**A small window of the routed layout**

The bar under the picture is 5 um long. Region (19, 32) to (39, 52) um. Cells in grey, sequential cells in the stronger grey; small squares are vias.
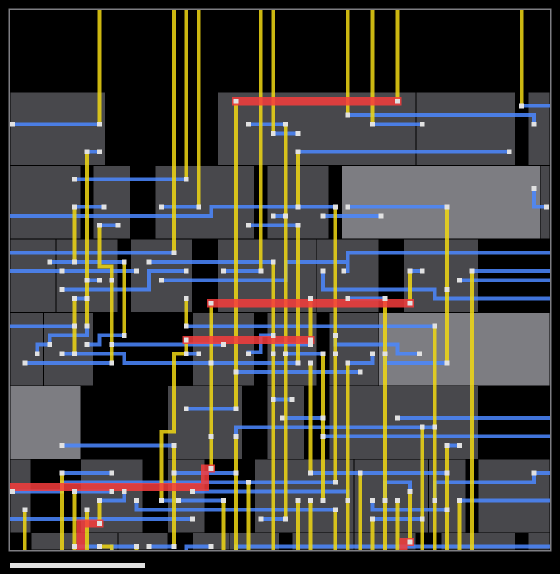
**Routing congestion**

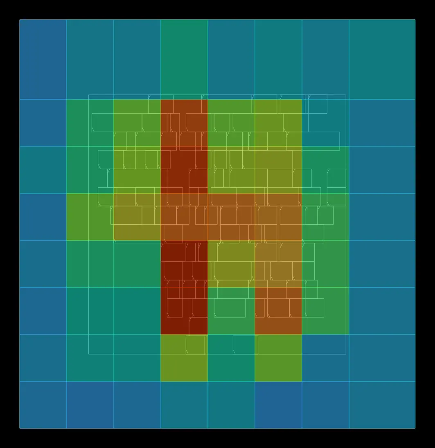
**Gate-type map**

The bar under the picture is 20 um long.
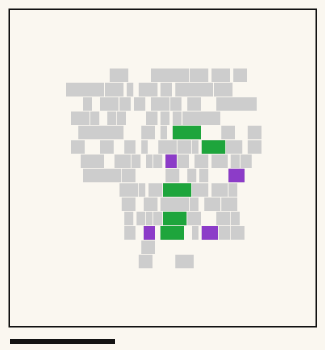
**I/O nets highlighted**

The bar under the picture is 20 um long.
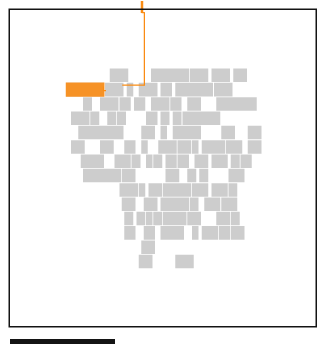
## config.mk

```make
export PLATFORM = sky130hd
export DESIGN_NAME = jk_mod_counter
export DESIGN_NICKNAME = d
export VERILOG_FILES = /design/src/rtl/jk_mod_counter_pkg.sv /design/src/rtl/jk_mod_counter_ff.sv /design/src/rtl/jk_mod_counter.sv
export SDC_FILE = /design/constraint.sdc
export NUM_CORES = 1
export LEC_CHECK = 0
export CAP_MARGIN = 25
export CORE_AREA = 10 10 48 50
export DETAILED_ROUTE_END_ITERATION = 16
export DIE_AREA = 0 0 58 60
export HOLD_SLACK_MARGIN = 0.03
export PLACE_DENSITY = 0.73
export SYNTH_ARGS = -nofsm -noshare
export SYNTH_HDL_FRONTEND = slang
export SYNTH_SLANG_ARGS = --single-unit
```

## constraint.sdc

```tcl
create_clock -name clk -period 2 [get_ports clk]
set_clock_uncertainty 0.05 [all_clocks]
set_input_delay 0.3 -clock clk [delete_from_list [all_inputs] [get_ports clk]]
set_output_delay 0.3 -clock clk [all_outputs]
set_load 0.05 [all_outputs]
```

## src/rtl/jk_mod_counter_pkg.sv

```systemverilog
// Shared JK command encoding and the excitation mapping used by the modulo counter.
package jk_mod_counter_pkg;

  typedef enum logic [1:0] {
    JK_HOLD = 2'b00,
    JK_RST  = 2'b01,
    JK_SET  = 2'b10,
    JK_TOG  = 2'b11
  } jk_cmd_e;

  typedef enum logic [1:0] {
    MODE_HOLD  = 2'b00,
    MODE_LOAD  = 2'b01,
    MODE_COUNT = 2'b10,
    MODE_CLEAR = 2'b11
  } cnt_mode_e;

  // Load forces the target level; counting toggles only the bits that change.
  function automatic jk_cmd_e jk_cmd(input logic cur, input logic nxt, input cnt_mode_e mode);
    jk_cmd_e cmd;
    cmd = JK_HOLD;
    case (mode)
      MODE_LOAD:  cmd = nxt ? JK_SET : JK_RST;
      MODE_COUNT: cmd = (cur != nxt) ? JK_TOG : JK_HOLD;
      MODE_CLEAR: cmd = JK_RST;
      default:    cmd = JK_HOLD;
    endcase
    return cmd;
  endfunction

endpackage

```

## src/rtl/jk_mod_counter_ff.sv

```systemverilog
// Single-bit JK flip-flop with synchronous active-high clear.
// Latency: one clk edge; no flow control.
// No backpressure.
module jk_ff (
  input  logic clk,
  input  logic rst,
  input  logic j,
  input  logic k,
  output logic q
);

  always_ff @(posedge clk) begin
    if (rst) begin
      q <= 1'b0;
    end else begin
      case ({j, k})
        2'b01:   q <= 1'b0;
        2'b10:   q <= 1'b1;
        2'b11:   q <= ~q;
        default: q <= q;
      endcase
    end
  end

endmodule

```

## src/rtl/jk_mod_counter.sv

```systemverilog
// Up/down modulo counter built from per-bit JK flip-flops with parallel load.
// Latency: q/wrap/err update one edge after the request; tc is combinational.
// No backpressure: every cycle's controls are acted on.
module jk_mod_counter
  import jk_mod_counter_pkg::*;
#(
  parameter int WIDTH   = 4,
  parameter int MODULUS = 10
) (
  input  logic             clk,
  input  logic             rst,
  input  logic             en,
  input  logic             up,
  input  logic             load,
  input  logic [WIDTH-1:0] din,
  output logic [WIDTH-1:0] q,
  output logic             tc,
  output logic             wrap,
  output logic             err
);

  // One extra bit so MODULUS == 2**WIDTH is representable.
  localparam logic [WIDTH:0] MOD_W = (WIDTH+1)'(MODULUS);
  localparam logic [WIDTH:0] MAX_W = (WIDTH+1)'(MODULUS - 1);

  logic [WIDTH:0]   q_ext;
  logic [WIDTH:0]   q_inc;
  logic [WIDTH:0]   q_dec;
  logic [WIDTH:0]   count_nxt;
  logic [WIDTH-1:0] tgt;
  logic             load_ok;
  cnt_mode_e        mode;
  logic [1:0]       cmd [WIDTH];

  assign q_ext   = {1'b0, q};
  assign q_inc   = q_ext + 1'b1;
  assign q_dec   = q_ext - 1'b1;
  assign load_ok = ({1'b0, din} < MOD_W);

  // q_inc hitting MODULUS marks the up-wrap; a borrow out of q_dec marks the down-wrap.
  always_comb begin
    count_nxt = '0;
    if (q_ext >= MOD_W) begin
      count_nxt = '0;
    end else if (up) begin
      count_nxt = (q_inc == MOD_W) ? '0 : q_inc;
    end else begin
      count_nxt = q_dec[WIDTH] ? MAX_W : q_dec;
    end
  end

  always_comb begin
    mode = MODE_HOLD;
    tgt  = q;
    if (rst) begin
      mode = MODE_CLEAR;
      tgt  = '0;
    end else if (load) begin
      mode = MODE_LOAD;
      tgt  = load_ok ? din : '0;
    end else if (en) begin
      mode = MODE_COUNT;
      tgt  = count_nxt[WIDTH-1:0];
    end
  end

  assign tc = en & ~load & (up ? (q_inc == MOD_W) : (q_ext == '0));

  for (genvar i = 0; i < WIDTH; i++) begin : g_bit
    assign cmd[i] = jk_cmd(q[i], tgt[i], mode);
    jk_ff u_ff (
      .clk (clk),
      .rst (rst),
      .j   (cmd[i][1]),
      .k   (cmd[i][0]),
      .q   (q[i])
    );
  end

  always_ff @(posedge clk) begin
    if (rst) begin
      wrap <= 1'b0;
      err  <= 1'b0;
    end else begin
      wrap <= tc;
      err  <= load & ~load_ok;
    end
  end

endmodule

```

==> impl_metrics.env <==
# flow metrics
export IMPL_gp_congestion=0.775
export IMPL_hpwl_mm=1.29
export IMPL_vias=622
export IMPL_path_buffers=2
export IMPL_chip_area_sq_um=3480
export IMPL_cpLargestDelayFamily="buffers and inverters"
export IMPL_cts_buffers=3
export IMPL_p_leak_nw=0.303
export IMPL_hold_violations=0
export IMPL_fp_dieW_um=58
export IMPL_fin_worst_hold_slack_ns=0.613
export IMPL_antenna_found_initial=0
export IMPL_root_buffer="clkbuf_4"
export IMPL_ys_sh_simple_pct=30.6
export IMPL_wl_per_cell_um=15.2
export IMPL_clk_pin_slew_ns=0.04
export IMPL_core_area_sq_um=1440
export IMPL_synthAoiAreaFrac_pct=26.0
export IMPL_mux_area_share_pct=0
export IMPL_warnings=30
export IMPL_ys_area_sq_um=606
export IMPL_fill_cells=144
export IMPL_row_count=14
export IMPL_cts_tree="yes"
export IMPL_max_freq_mhz=527
export IMPL_clock_area_share_pct=2.82
export IMPL_drv_slew=0
export IMPL_grt_pass1_vias=600
export IMPL_cts_resized=1
export IMPL_buf_share_pct=23.5
export IMPL_cp_slowest_stage_delay_ns=0.57
export IMPL_seqCellArea_sq_um=125
export IMPL_synthesis_area_sq_um=606
export IMPL_logic_area_sq_um=425
export IMPL_num_nonclk_inverters=5
export IMPL_cap_violations=0
export IMPL_end_kind="output pin"
export IMPL_maxSlewHeadroom_pct=65.7
export IMPL_syn_inst=77
export IMPL_seq_share_pct=15.6
export IMPL_layout_top_cells="10 x clkdlybuf4s50_1, 9 x buf_4, 7 x a21oi_1"
export IMPL_worst_pin_slew_ns=0.513
export IMPL_ctsHoldBuffers=0
export IMPL_comb_cells=58
export IMPL_fin_util_pct=55.7
export IMPL_synth_avg_cell_area_sq_um=7.86
export IMPL_flops=6
export IMPL_fp_nets=91
export IMPL_status="finished, final reports clean"
export IMPL_via_per_inst=5.76
export IMPL_final_cell_area_sq_um=800
export IMPL_ys_top_logic_family="simple AND/OR/NAND/NOR gates"
export IMPL_period_needed_ns=1.90
export IMPL_nClkBuffers=3
export IMPL_crit_path_start_kind="input pin"
export IMPL_overflow=0
export IMPL_ys_cells=77
export IMPL_holdCritPathClass="flop to flop"
export IMPL_io_pins=16
export IMPL_grt_max_degree=17
export IMPL_die_h_um=60
export IMPL_cp_arrival_ns=1.55
export IMPL_drcViolationCount=0
export IMPL_power_uw=412
export IMPL_cellPowerDensity_nw_per_um2=515
export IMPL_comb_share_pct=53.2
export IMPL_finalSetupTns_ns=0
export IMPL_synth_cell_types=34
export IMPL_cts_setup_buffers=0
export IMPL_max_flop_register="g_bit.u_ff.q"
export IMPL_portBuffers=15
export IMPL_place_inst=105
export IMPL_dp_slack_ns=0.0995
export IMPL_area_delta_synth_final_pct=32.0
About 'a small window of the routed layout':
metal 2: marked yellow. metal 1: marked blue. metal 3: marked red.
28 logic cells have their middle in the window. Netlist names of flops here include g_bit.u_ff.q (1), wrap (1). Most frequent: clkdlybuf4s50_1 (5), inv_1 (3). Sequential cells in the window: 2.

About 'routing congestion':
Total GRT Usage: 9.69%
grt met3 use: 3.60%

About 'gate-type map':
fa/ha/maj cells: marked green, cells 5, most used ha_1, where centre. and/or cells: marked purple, cells 4, where centre.

About 'I/O nets highlighted':
err: marked orange, bits 1, direction output, end cells 1, buffers 1, wire 19.8 um.

## path summary, 6_finish.rpt
check / start / end / slack, ns / cells after the start
worst max register to register: g_bit[0].u_ff.q / g_bit[0].u_ff.q / 0.29 / 6
worst min-delay path: g_bit[0].u_ff.q / g_bit[0].u_ff.q / 0.61 / 2
worst max-delay path: up / tc / 0.10 / 5
worst min register to register: g_bit[0].u_ff.q / g_bit[0].u_ff.q / 0.61 / 2
## synthesized netlist by cell type
cell type	n	share of area, %
a211oi_1	1	1.2
nand2_1	2	1.2
nor2_1	1	0.62
nor3b_1	2	2.5
xnor2_1	1	1.4
o211a_1	1	1.7
nor3_1	4	3.3
buf_2	3	2.5
o32ai_1	1	1.4
inv_1	5	3.1
or2_2	1	1.0
dfxtp_1	6	20
nand3_1	3	2.5
a21oi_1	7	5.8
a31oi_1	2	2.1
nand4b_1	1	1.4
a211oi_2	1	2.1
or3b_1	1	1.4
ha_1	5	10
buf_4	5	6.2
o2111ai_1	1	1.4
nor2b_1	2	2.1
nand2b_1	3	3.1
nor4_1	1	1.0
a32oi_1	1	1.4
nor4b_1	2	2.9
nand3b_1	4	5.0
o31ai_1	1	1.2
o22ai_1	2	2.1
a21bo_2	1	1.7
o31a_1	1	1.4
and4_1	1	1.4
o21ai_0	3	2.5
and2_1	1	1.0
## per-layer routing
layer | vias to the layer above | track usage [%] | wire (um)
li1 | 317 | - | -
met4 | 0 | 4.70 | 0
met3 | 0 | 3.60 | 72
met5 | - | 0 | 0
met1 | 284 | 11.0 | 743
met2 | 21 | 15.6 | 825
## report_power, final
group	total, mW	switching (mW)	internal (mW)	leakage, nW
clock	0.108	0.0400	0.0676	0.0138
sequential	0.142	0.0148	0.128	0.0502
combinational	0.162	0.0887	0.0731	0.239
total	0.412	0.144	0.268	0.303
Power figures rest on the tool's default switching activity, not on a simulated workload.
